<file path="config.mk">
export PLATFORM = sky130hd
export DESIGN_NAME = audio_sample_streamer
export DESIGN_NICKNAME = d
export VERILOG_FILES = /design/src/rtl/audio_sample_streamer.sv
export SDC_FILE = /design/constraint.sdc
export NUM_CORES = 1
export LEC_CHECK = 0
export CAP_MARGIN = 20
export CORE_ASPECT_RATIO = 1.1
export CORE_MARGIN = 5
export CORE_UTILIZATION = 56
export CTS_BUF_LIST = sky130_fd_sc_hd__clkbuf_8
export DETAILED_ROUTE_END_ITERATION = 10
export PLACE_DENSITY = 0.88
export SLEW_MARGIN = 20
export SYNTH_ARGS = -nofsm -noshare
export SYNTH_HDL_FRONTEND = slang
export SYNTH_SLANG_ARGS = --single-unit
</file>
<file path="constraint.sdc">
create_clock -name clk -period 5.2 [get_ports clk]
set_input_delay 0.78 -clock clk [delete_from_list [all_inputs] [get_ports clk]]
set_output_delay 0.78 -clock clk [all_outputs]
set_load 0.02 [all_outputs]
</file>
<file path="src/rtl/audio_sample_streamer.sv">
// Buffers 8-bit flash audio samples in a FIFO and streams them, scaled to 16-bit, to the codec.
// Optional build macro UNDERRUN_REPEAT_EN: re-send the last sample when the FIFO starves.
module audio_sample_streamer #(
    parameter int DEPTH   = 8,
    parameter int LEVEL_W = $clog2(DEPTH) + 1
) (
    input  logic               clk,
    input  logic               reset,
    input  logic [7:0]         sample_in,
    input  logic               sample_valid,
    input  logic               mute,
    input  logic [2:0]         atten,
    input  logic               clear_overflow,
    input  logic               audio_write_ready,
    output logic               audio_write,
    output logic [15:0]        audio_left,
    output logic [15:0]        audio_right,
    output logic [LEVEL_W-1:0] fifo_level,
    output logic               overflow
);

    localparam int PTR_W = $clog2(DEPTH);

    typedef enum logic [0:0] {
        IDLE  = 1'b0,
        WRITE = 1'b1
    } state_t;

    state_t             state_r;
    state_t             state_next_s;
    logic [7:0]         mem_r [DEPTH];
    logic [PTR_W-1:0]   wr_ptr_r;
    logic [PTR_W-1:0]   rd_ptr_r;
    logic [LEVEL_W-1:0] level_r;
    logic               empty_s;
    logic               full_s;
    logic               pop_s;
    logic               push_s;
    logic               drop_s;
`ifdef UNDERRUN_REPEAT_EN
    logic               underrun_arm_r;
`endif

    function automatic logic [15:0] scale_sample(input logic [7:0] sample,
                                                 input logic [2:0] shift,
                                                 input logic       silence);
        logic signed [15:0] wide;
        wide = $signed({sample, 8'h00});
        if (silence) begin
            return 16'h0000;
        end else begin
            return 16'(wide >>> shift);
        end
    endfunction

    assign empty_s    = (level_r == LEVEL_W'(0));
    assign full_s     = (level_r == LEVEL_W'(DEPTH));
    assign fifo_level = level_r;

    // Next-state and pop decision; pop only sees occupancy from the start of the cycle.
    always_comb begin
        state_next_s = state_r;
        pop_s        = 1'b0;
        case (state_r)
            IDLE: begin
                if (!empty_s && audio_write_ready) begin
                    pop_s        = 1'b1;
                    state_next_s = WRITE;
`ifdef UNDERRUN_REPEAT_EN
                end else if (empty_s && audio_write_ready && underrun_arm_r) begin
                    state_next_s = WRITE;
`endif
                end else begin
                    state_next_s = IDLE;
                end
            end
            WRITE:   state_next_s = IDLE;
            default: state_next_s = IDLE;
        endcase
    end

    // A full FIFO still accepts a push when the head leaves in the same cycle.
    always_comb begin
        push_s = sample_valid && (!full_s || pop_s);
        drop_s = sample_valid && full_s && !pop_s;
    end

    // FSM state register.
    always_ff @(posedge clk) begin
        if (reset) begin
            state_r <= IDLE;
        end else begin
            state_r <= state_next_s;
        end
    end

    // FIFO storage, pointers and occupancy.
    always_ff @(posedge clk) begin
        if (reset) begin
            wr_ptr_r <= PTR_W'(0);
            rd_ptr_r <= PTR_W'(0);
            level_r  <= LEVEL_W'(0);
        end else begin
            if (push_s) begin
                mem_r[wr_ptr_r] <= sample_in;
                wr_ptr_r        <= wr_ptr_r + PTR_W'(1);
            end
            if (pop_s) begin
                rd_ptr_r <= rd_ptr_r + PTR_W'(1);
            end
            case ({push_s, pop_s})
                2'b10:   level_r <= level_r + LEVEL_W'(1);
                2'b01:   level_r <= level_r - LEVEL_W'(1);
                default: level_r <= level_r;
            endcase
        end
    end

    // Codec outputs; left/right hold between pops, mute/atten applied at pop time.
    always_ff @(posedge clk) begin
        if (reset) begin
            audio_write <= 1'b0;
            audio_left  <= 16'h0000;
            audio_right <= 16'h0000;
        end else begin
            audio_write <= (state_next_s == WRITE);
            if (pop_s) begin
                audio_left  <= scale_sample(mem_r[rd_ptr_r], atten, mute);
                audio_right <= scale_sample(mem_r[rd_ptr_r], atten, mute);
            end
        end
    end

    // Sticky overflow; a drop in the same cycle as a clear keeps it set.
    always_ff @(posedge clk) begin
        if (reset) begin
            overflow <= 1'b0;
        end else if (drop_s) begin
            overflow <= 1'b1;
        end else if (clear_overflow) begin
            overflow <= 1'b0;
        end else begin
            overflow <= overflow;
        end
    end

`ifdef UNDERRUN_REPEAT_EN
    // Arms after one idle starved cycle so the second consecutive one triggers a repeat.
    always_ff @(posedge clk) begin
        if (reset) begin
            underrun_arm_r <= 1'b0;
        end else begin
            underrun_arm_r <= (state_r == IDLE) && empty_s && audio_write_ready && !underrun_arm_r;
        end
    end
`endif

endmodule
</file>
**Run 1: drive-strength map**

Scale: 3 px per um.
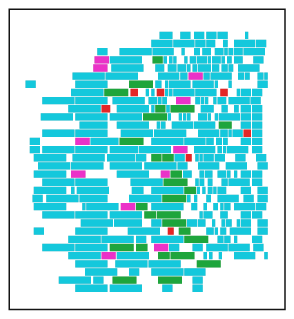
- magenta: drive 6 and up (cells 11)
- red: drive 3 to 4 (cells 7)
- cyan: drive 1 or less (cells 282)
- green: drive 2 (cells 27)

**Run 1: placement by cell class**

Scale: 4 px per um.
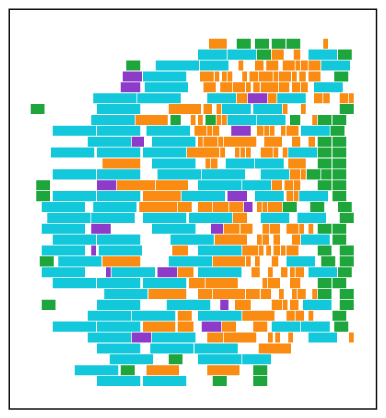
- purple: clock drivers and dummy loads (cells 16)
- green: other buffers and delay cells (cells 56)
- cyan: flip-flops (cells 94)
- orange: all other logic (cells 161)

==> reports/summary.txt, run 1 <==
Seq share, synth -> 61.8%
hold path depth -> 2
layout cell share with drive strength beyond 1 -> 13.8%
Crit-path slowest cell -> dfxtp_1
final wirelength -> 8120 um
clk sinks -> 94
Yosys top cell by area -> edfxtp_1
Clock Skews -> 0.0117 ns
Fmax achieved -> 0.338 GHz
post-layout util -> 67.2%
final worst slack -> 2.24 ns
I/O Pins -> 55
reg-to-reg setup timing slack -> 2.24 ns
Routed met3 length -> 588 um
# DRC -> 0
post-CTS setup repair buffer count -> 0
Post-CTS Hold Buffers -> 0
diodes inserted -> 0
Placed Cells -> 396
P&R area growth vs syn -> 15.9%
RSZ-0062 raised after global routing -> no
Chip Area -> 9100 um^2
vias per inst -> 5.99
CP cell instances -> mux4_1, mux2_1, mux4_2, a222oi_1, nor2_1
Peak VDD IR -> 0.264 mV
Crit Path Class -> flip-flop to flip-flop
yosys stat area -> 4080 um^2
cells in synth_stat.txt -> 284
Worst-Margin Slew -> 0.935 ns
Clk pin slew, worst setup/hold paths -> 0.09 ns
main flop type -> edfxtp_1
core area -> 7050 um^2
first-pass GRT wire length -> 12900 um
Clock Path Buffers -> 2
wire per inst -> 19.7 um
Final #Nets -> 342
cell count along the critical path -> 5
Die X -> 91.4 um
Global Route Usage Sum -> 18.5%
FILL cells -> 476
Cell Type Count -> 43
total grt overflow -> 0
reg-to-reg endpoint -> audio_right[5]
largest net degree at the start of global routing -> 32
tool warnings -> 26
starting DRC count in detailed routing -> 176
WP data arrival -> 3.20 ns
Hold Slack -> 0.467 ns
Critical Path End Type -> flip-flop
Worst Setup EP -> audio_right[5]
post_cts resized -> 0
ys flops -> 94
uppermost layer routed -> met4
min Tclk post-route -> 2.96 ns
design area -> 4730 um^2
total number of vias -> 2466
gpl congestion -> 0.817
worst path buffer plus inverter count -> 0
status -> completed
IO Port Bufs -> 52
DRT Pass-1 Iters -> 4
Slew HR -> 37.6%
placed cell area -> 4550 um^2
Routed Antenna Nets -> 0
most frequent cell after synthesis -> edfxtp_1
root buffer cell -> clkbuf_8
crit path DRT -> 5.44 ns
CTS tree -> done
cell family with most CP delay -> multiplexers
# setup viols final -> 0
post-synthesis area per instance -> 14.4 um^2
Synth Cell Area -> 4080 um^2
DP HPWL -> 5910 um
setup TNS -> 0 ns
EDFF count, synth -> 64
most frequent cells after synthesis -> edfxtp_1, dfxtp_1, nor2_1, nand2_1, buf_4
total length of routed met2 wires -> 4080 um
FP Util -> 58.0%
Top area cell types -> edfxtp_1, dfxtp_1, mux4_2, mux4_1, buf_4
FF-to-FF path depth -> 5
vias in the first global route -> 2488
pre-CTS setup slack -> 2.01 ns
H-tree levels -> 3
Die Y -> 99.6 um
initial antenna violation count -> 0
Max FO, Critical Path -> 16
PwrDens -> 408 nW/um^2
Finished Layout Cells -> 412
leakage -> 1.54 nW
Final Max Slew Viols -> 0
gate count after technology mapping -> 284
Final Total Pwr -> 1.93 mW
worst min-delay path category -> flip-flop to flip-flop
post-synth top area share -> 47.1%
startpoint types -> flip-flop
Met1 Wirelength -> 3220 um
Fin. Hold Viols -> 0
Max Cap Viol -> 0
YS warnings -> 0
CP max stage delay -> 0.94 ns
Tcrit/Tclk final -> 56.9%
row count -> 32
FFs w/ async S/R, synth -> 0%
**Run 1: the clock network**

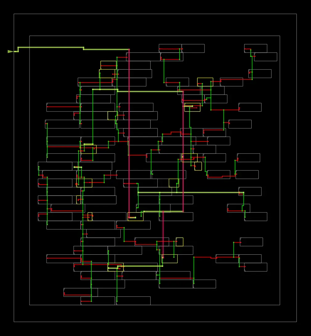
Clock Buffer Count: 10
clock latency on the worst-skew pair: 0.36 ns
CTS buffer count: 9

**Run 1: wiring heat map**

Scale: 4 px per um. 18 x 20 tiles, from dark purple (low) to yellow (high), scaled to the fullest tile. Values are wire area over tile area, all layers added.
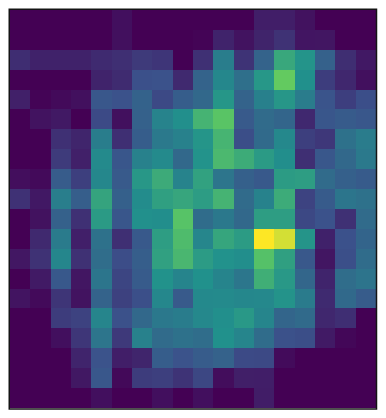
- fullest tile: 0.60
- emptiest ninth of the die: top left
- nearly empty tiles: 21%
- mean over tiles: 0.15

[run 1: worst reg2reg max path, cell delays in order (launching register included)]
cell and delay [ns]:
dfxtp_1 0.94, mux4_1 0.67, mux2_1 0.37, mux4_2 0.50
a222oi_1 0.31, nor2_1 0.06
[run 1: kinds of logic after synthesis]
family | after synthesis | synth area share (%)
AOI/OAI and AO/OA | 32 | 5.33
xor gates and xnor gates | 8 | 1.72
adders and majority gates | 3 | 0.919
buffers and inverters | 34 | 5.33
DFF | 94 | 61.8
muxes | 39 | 16.8
other | 1 | 0.0918
and+or+nand+nor | 73 | 8.03
[run 1: report_power, final]
part	switching, mW	internal, mW	total [mW]
combinational	0.284	0.276	0.560
clock	0.249	0.187	0.435
sequential	0.0840	0.852	0.936
total	0.617	1.32	1.93
[run 1: how the worst min path moves through the flow]
stage | startpoint | endpoint | slack, ns
6_report | audio_right[8] | audio_right[8] | 0.47
5_1_grt | audio_right[8] | audio_right[8] | 0.49
4_1_cts | audio_right[8] | audio_right[8] | 0.48
3_5_place_dp | audio_right[8] | audio_right[8] | 0.46
3_3_place_gp | audio_right[8] | audio_right[8] | 0.45
2_1_floorplan | rd_ptr_r[1] | flip-flop | 0.45
[run 1: layer usage]
| layer | global-route usage [%] | vias up |
|---|---|---|
| met5 | 0 | - |
| met4 | 9.14 | 0 |
| met3 | 4.92 | 18 |
| met2 | 31.7 | 110 |
| met1 | 21.3 | 1198 |
| li1 | - | 1140 |
[run 1: cell type report]
| type | instances | area, um^2 | area share [%] |
|---|---|---|---|
| multi-input combinational | 157 | 1360 | 28.8 |
| timing repair buffer | 56 | 551 | 11.6 |
| sequential | 94 | 2520 | 53.3 |
| inverter | 4 | 15.0 | 0.317 |
| clock buffer | 10 | 138 | 2.91 |
| clock inverter | 6 | 37.5 | 0.793 |
| tap | 85 | 106 | 2.25 |
[run 1: registers in the layout, summed over array words and instances, names as in the netlist, named ones only]
signal and count:
rd_ptr_r 3, fifo_level 4, mem_r 64, overflow 1, audio_write 1, audio_right 15
wr_ptr_r 3
[run 1: placed cells by master (no fill, tap or decap), types with 5 or more instances in the layout]
cell type,instances
a21oi_1,6
a22oi_1,5
clkbuf_8,10
clkdlybuf4s50_1,52
dfxtp_1,30
edfxtp_1,64
inv_1,6
mux2_2,8
mux2i_1,9
mux4_1,6
mux4_2,15
nand2_1,24
nor2_1,26
**Run 1: M3 wires**

Scale: 4 px per um.
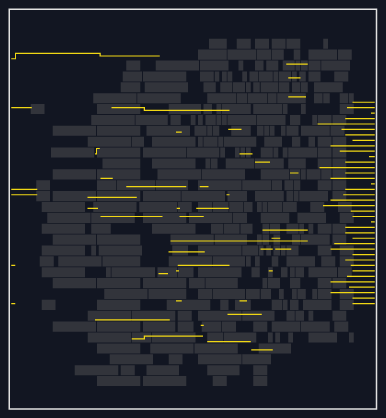

==> run 1 -> run 2 <==
--- a/config.mk
+++ b/config.mk
@@ -8,10 +8,10 @@
 export CAP_MARGIN = 20
 export CORE_ASPECT_RATIO = 1.1
 export CORE_MARGIN = 5
-export CORE_UTILIZATION = 56
+export CORE_UTILIZATION = 51
 export CTS_BUF_LIST = sky130_fd_sc_hd__clkbuf_8
 export DETAILED_ROUTE_END_ITERATION = 10
-export PLACE_DENSITY = 0.88
+export PLACE_DENSITY = 0.85
 export SLEW_MARGIN = 20
 export SYNTH_ARGS = -nofsm -noshare
 export SYNTH_HDL_FRONTEND = slang
==> constraint.sdc (replaced) <==
create_clock -name clk -period 2.6 [get_ports clk]
set_input_delay 0.39 -clock clk [delete_from_list [all_inputs] [get_ports clk]]
set_output_delay 0.39 -clock clk [all_outputs]
set_load 0.02 [all_outputs]
**Run 2: M3 wires**

Scale: 4 px per um.
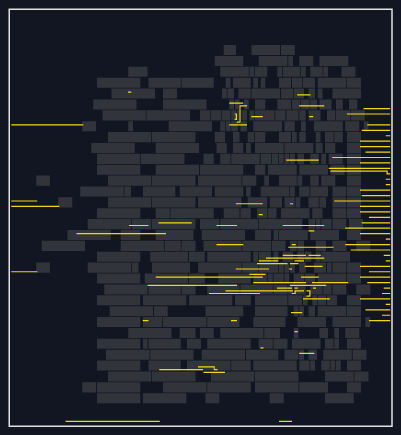
- share of all routed wire: 7.7%
- longest straight run: 26.4 um
- wire length on this layer: 642 um

**Run 2: the clock network**

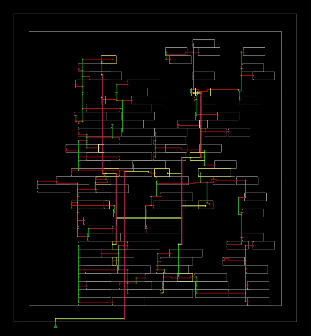
Clock Buffer Count: 9
clock latency on the worst-skew pair: 0.35 ns
Clock group: 0.897 mW

==> reports/summary.txt, run 2 <==
initial antenna violation count -> 0
Cell Type Count -> 43
Critical Path End Type -> flip-flop
Worst-Margin Slew -> 0.609 ns
Tcrit/Tclk final -> 95.7%
Routed Antenna Nets -> 0
first-pass GRT wire length -> 13100 um
setup TNS -> 0 ns
Die Y -> 104 um
P&R area growth vs syn -> 20.0%
layout cell share with drive strength beyond 1 -> 17.1%
Top Layout Cells -> edfxtp_1, clkdlybuf4s50_1, dfxtp_1
startpoint types -> flip-flop
Peak VDD IR -> 0.353 mV
vias in the first global route -> 2545
main flop type -> edfxtp_1
vias per inst -> 5.71
post-synth top area share -> 47.1%
IO Port Bufs -> 52
Die X -> 95.3 um
total grt overflow -> 0
Final Max Slew Viols -> 0
I/O Pins -> 55
max reg flops -> 64
gate count after technology mapping -> 284
Crit Path Class -> flip-flop to flip-flop
Final #Nets -> 360
WP data arrival -> 2.73 ns
cells in synth_stat.txt -> 284
final wirelength -> 8320 um
Chip Area -> 9900 um^2
post_cts resized -> 0
Placed Cells -> 437
most frequent cells after synthesis -> edfxtp_1, dfxtp_1, nor2_1, nand2_1, buf_4
Commonest Layout Cell -> edfxtp_1
tool warnings -> 26
Clock Path Buffers -> 2
Seq share, synth -> 61.8%
core area -> 7870 um^2
crit path DRT -> 2.85 ns
Fmax achieved -> 0.402 GHz
EDFF count, synth -> 64
row count -> 34
Global Route Usage Sum -> 17.5%
status -> completed
Hold Slack -> 0.469 ns
largest net degree at the start of global routing -> 22
final worst slack -> 0.113 ns
# DRC -> 0
Clk pin slew, worst setup/hold paths -> 0.08 ns
CTS buffer count -> 9
yosys stat area -> 4080 um^2
clk sinks -> 94
PwrDens -> 808 nW/um^2
Max FO, Critical Path -> 12
Yosys top cell by area -> edfxtp_1
Synth Cell Area -> 4080 um^2
wire per inst -> 18.4 um
Max Cap Viol -> 0
Top reg by flops -> mem_r
Post-CTS Hold Buffers -> 0
most frequent cell after synthesis -> edfxtp_1
Fin. Hold Viols -> 0
leakage -> 1.63 nW
FFs w/ async S/R, synth -> 0%
Clock Skews -> 0.00755 ns
worst min-delay path category -> flip-flop to flip-flop
H-tree levels -> 3
DRT Pass-1 Iters -> 5
post-CTS setup repair buffer count -> 0
Top area cell types -> edfxtp_1, dfxtp_1, mux4_2, mux4_1, buf_4
gpl congestion -> 0.925
Slew HR -> 59.0%
# setup viols final -> 0
pre-CTS setup slack -> 0.122 ns
total number of vias -> 2587
**Run 2: wiring heat map**

Scale: 4 px per um. 19 x 21 tiles, from dark purple (low) to yellow (high), scaled to the fullest tile. Values are wire area over tile area, all layers added.
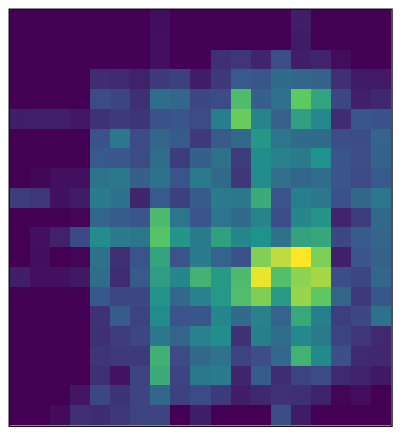
- mean over tiles: 0.14
- tiles over half the peak: 10%
- emptiest ninth of the die: top left
- fullest tile: 0.62
- nearly empty tiles: 27%

-- run 2: cell counts after synthesis --
Identical to the previous run, type by type.
-- run 2: metrics by stage --
stage	util, %	instance area [um^2]
detailed placement	60.0	4720
global placement	60.0	4720
finish	62.3	4900
floorplan	-	4090
CTS	62.3	4900
global route	62.3	4900
-- run 2: cells by family (layout without fill, tap and decap cells) --
group / Yosys count / after routing / synth area share (%)
AOI/OAI and AO/OA: 32 / 32 / 5.33
xor gates and xnor gates: 8 / 8 / 1.72
adders and majority gates: 3 / 3 / 0.919
buffers and inverters: 34 / 94 / 5.33
DFF: 94 / 94 / 61.8
muxes: 39 / 39 / 16.8
other: 1 / 2 / 0.0918
and+or+nand+nor: 73 / 73 / 8.03
-- run 2: worst paths after layout --
path	slack (ns)	from	endpoint	cells past startpoint
max	0.11	flip-flop	audio_right[5]	6
min	0.47	overflow	overflow	2
max reg2reg	0.11	flip-flop	audio_right[5]	6
min reg2reg	0.47	overflow	overflow	2
-- run 2: final cells by class --
cell class	count	area [um^2]
repair buffers	74	698
flip-flops and latches	94	2520
clock buffers	9	124
clock inverters	7	58.8
inverters	4	15.0
fillers	599	2970
well taps	108	135
multi-input cells	157	1350
-- run 2: worst max-delay path, stage by stage, from the launching register on --
cell and delay (ns):
dfxtp_1 0.45, buf_12 0.19, mux4_1 0.59, mux2_2 0.30, mux4_2 0.48, a222oi_1 0.31
nor2_1 0.06
-- run 2: layer usage --
layer | share of wire, % | GRT usage (%)
met5 | 0 | 0
met4 | 3.5 | 9.69
met3 | 7.7 | 2.60
met2 | 50 | 28.7
met1 | 39 | 22.0
-- run 2: where the power goes --
part	internal (mW)	leakage, nW	switching [mW]
clock network	0.431	0.0990	0.466
logic	0.616	0.712	0.630
registers	1.70	0.822	0.114
==> run 2 -> run 3 <==
--- a/config.mk
+++ b/config.mk
@@ -5,7 +5,6 @@
 export SDC_FILE = /design/constraint.sdc
 export NUM_CORES = 1
 export LEC_CHECK = 0
-export CAP_MARGIN = 20
 export CORE_ASPECT_RATIO = 1.1
 export CORE_MARGIN = 5
 export CORE_UTILIZATION = 51
**Run 3: wiring heat map**

Scale: 4 px per um. 19 x 21 tiles, from dark purple (low) to yellow (high), scaled to the fullest tile. Values are wire area over tile area, all layers added.
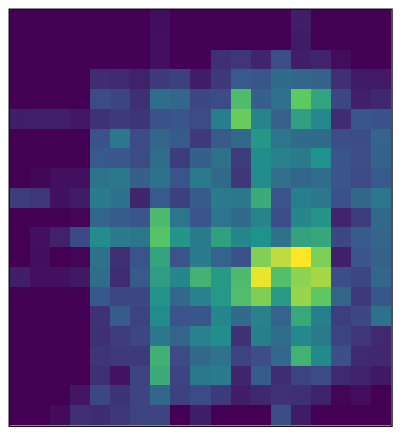
- tiles over half the peak: 10%
- fullest tile: 0.62
- emptiest ninth of the die: top left
- mean over tiles: 0.14

**Run 3: placement by cell class**

Scale: 4 px per um.
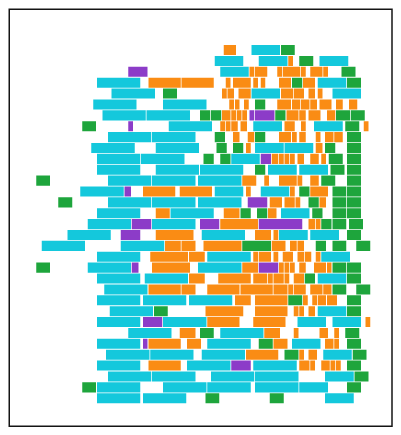
- green: other buffers and delay cells (cells 74)
- purple: clock drivers and dummy loads (cells 16)
- cyan: flip-flops (cells 94)
- orange: all other logic (cells 161)

**Run 3: M3 wires**

Scale: 4 px per um.
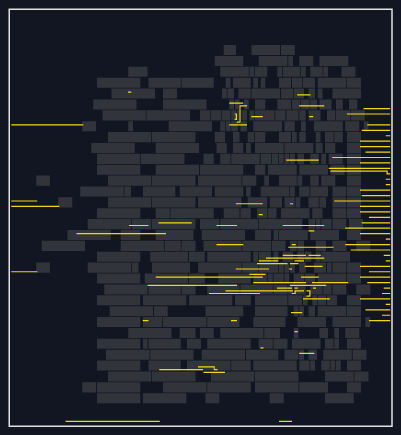
- longest straight run: 26.4 um
- nets with wire on the layer: 78
- main direction: horizontal
- wire length on this layer: 642 um
- share of all routed wire: 7.7%

==> reports/summary.txt, run 3 <==
status -> completed
leakage -> 1.63 nW
Global Route Usage Sum -> 17.5%
FILL cells -> 599
Fin. Hold Viols -> 0
Placed Cells -> 437
Sw Share -> 30.5%
initial antenna violation count -> 0
internal power -> 2.75 mW
vias per inst -> 5.71
most frequent cells after synthesis -> edfxtp_1, dfxtp_1, nor2_1, nand2_1, buf_4
Max Cap Viol -> 0
clock latency on the worst-skew pair -> 0.35 ns
IO Port Bufs -> 52
RSZ-0062 raised after global routing -> no
Yosys top cell by area -> edfxtp_1
PwrDens -> 808 nW/um^2
post_cts resized -> 0
layout cell share with drive strength beyond 1 -> 17.1%
post-layout util -> 62.3%
Critical Path End Type -> flip-flop
Fmax achieved -> 0.402 GHz
gate count after technology mapping -> 284
ys flops -> 94
min Tclk post-route -> 2.49 ns
EDFF count, synth -> 64
post-synth top area share -> 47.1%
placed cell area -> 4720 um^2
core area -> 7870 um^2
final wirelength -> 8320 um
Commonest Layout Cell -> edfxtp_1
DRT Pass-1 Iters -> 5
clk sinks -> 94
sequential share of power -> 45.9%
Chip Area -> 9900 um^2
Peak VDD IR -> 0.353 mV
Max FO, Critical Path -> 12
CTS tree -> done
root buffer cell -> clkbuf_8
pre-CTS setup slack -> 0.122 ns
FFs w/ async S/R, synth -> 0%
Top Layout Cells -> edfxtp_1, clkdlybuf4s50_1, dfxtp_1
final worst slack -> 0.113 ns
combinational share of power -> 31.4%
Die Y -> 104 um
starting DRC count in detailed routing -> 119
post-CTS setup repair buffer count -> 0
Die X -> 95.3 um
cells in synth_stat.txt -> 284
Synth Cell Area -> 4080 um^2
Crit Path Class -> flip-flop to flip-flop
# setup viols final -> 0
vias in the first global route -> 2545
# DRC -> 0
diodes inserted -> 0
Worst-Margin Slew -> 0.609 ns
wire per inst -> 18.4 um
P&R area growth vs syn -> 20.0%
Psw -> 1.21 mW
worst min-delay path category -> flip-flop to flip-flop
DP HPWL -> 5940 um
design area -> 4900 um^2
Hold Slack -> 0.469 ns
Top reg by flops -> mem_r
gpl congestion -> 0.925
crit path DRT -> 2.85 ns
first-pass GRT wire length -> 13100 um
Clock Skews -> 0.00755 ns
total number of vias -> 2587
reg-to-reg setup timing slack -> 0.11 ns
yosys stat area -> 4080 um^2
## run 3: cell counts in the layout (fill, tap and decap cells not counted)
Identical to the previous run, type by type.
## run 3: worst paths after layout
check	from	endpoint	cells past startpoint
worst max register to register	flip-flop	audio_right[5]	6
worst max-delay path	flip-flop	audio_right[5]	6
worst min-delay path	overflow	overflow	2
worst min register to register	overflow	overflow	2
## run 3: area by class of cell
cell class                      count  area [um^2]  area share [%]
Inverter                            4         15.0           0.306
Multi-Input combinational cell    157         1350            27.5
Tap cell                          108          135            2.76
Timing Repair Buffer               74          698            14.2
Sequential cell                    94         2520            51.5
Clock buffer                        9          124            2.53
Clock inverter                      7         58.8            1.20
## run 3: worst max-delay path: stages, from the launching register on
cell	delay, ns
dfxtp_1	0.45
buf_12	0.19
mux4_1	0.59
mux2_2	0.30
mux4_2	0.48
a222oi_1	0.31
nor2_1	0.06
## run 3: power by group through the flow
| stage | sequential [mW] | clock (mW) | combinational [mW] |
|---|---|---|---|
| 4_1_cts | 1.82 | 0.917 | 1.25 |
| 3_3_place_gp | 1.85 | 0 | 1.21 |
| 6_report | 1.82 | 0.897 | 1.25 |
| 5_1_grt | 1.84 | 0.974 | 1.33 |
| 2_1_floorplan | 1.89 | 0 | 0.819 |
| 3_5_place_dp | 1.85 | 0 | 1.24 |
## run 3: cell families after synthesis
| logic type | count (synthesis) | share of synthesized area [%] |
|---|---|---|
| flip-flops | 94 | 61.8 |
| AND/OR/NAND/NOR | 73 | 8.03 |
| AND-OR/OR-AND | 32 | 5.33 |
| XOR/XNOR | 8 | 1.72 |
| multiplexers | 39 | 16.8 |
| adder cells (fa/ha/maj) | 3 | 0.919 |
| other | 1 | 0.0918 |
| buffers and inverters | 34 | 5.33 |
## run 3: routing by layer
layer | share of wire, % | global-route usage (%) | vias up
met4 | 3.5 | 9.69 | 0
met1 | 39 | 22.0 | 1247
met3 | 7.7 | 2.60 | 31
li1 | - | - | 1173
met2 | 50 | 28.7 | 136
met5 | 0 | 0 | -
Power figures rest on the tool's default switching activity, not on a simulated workload.
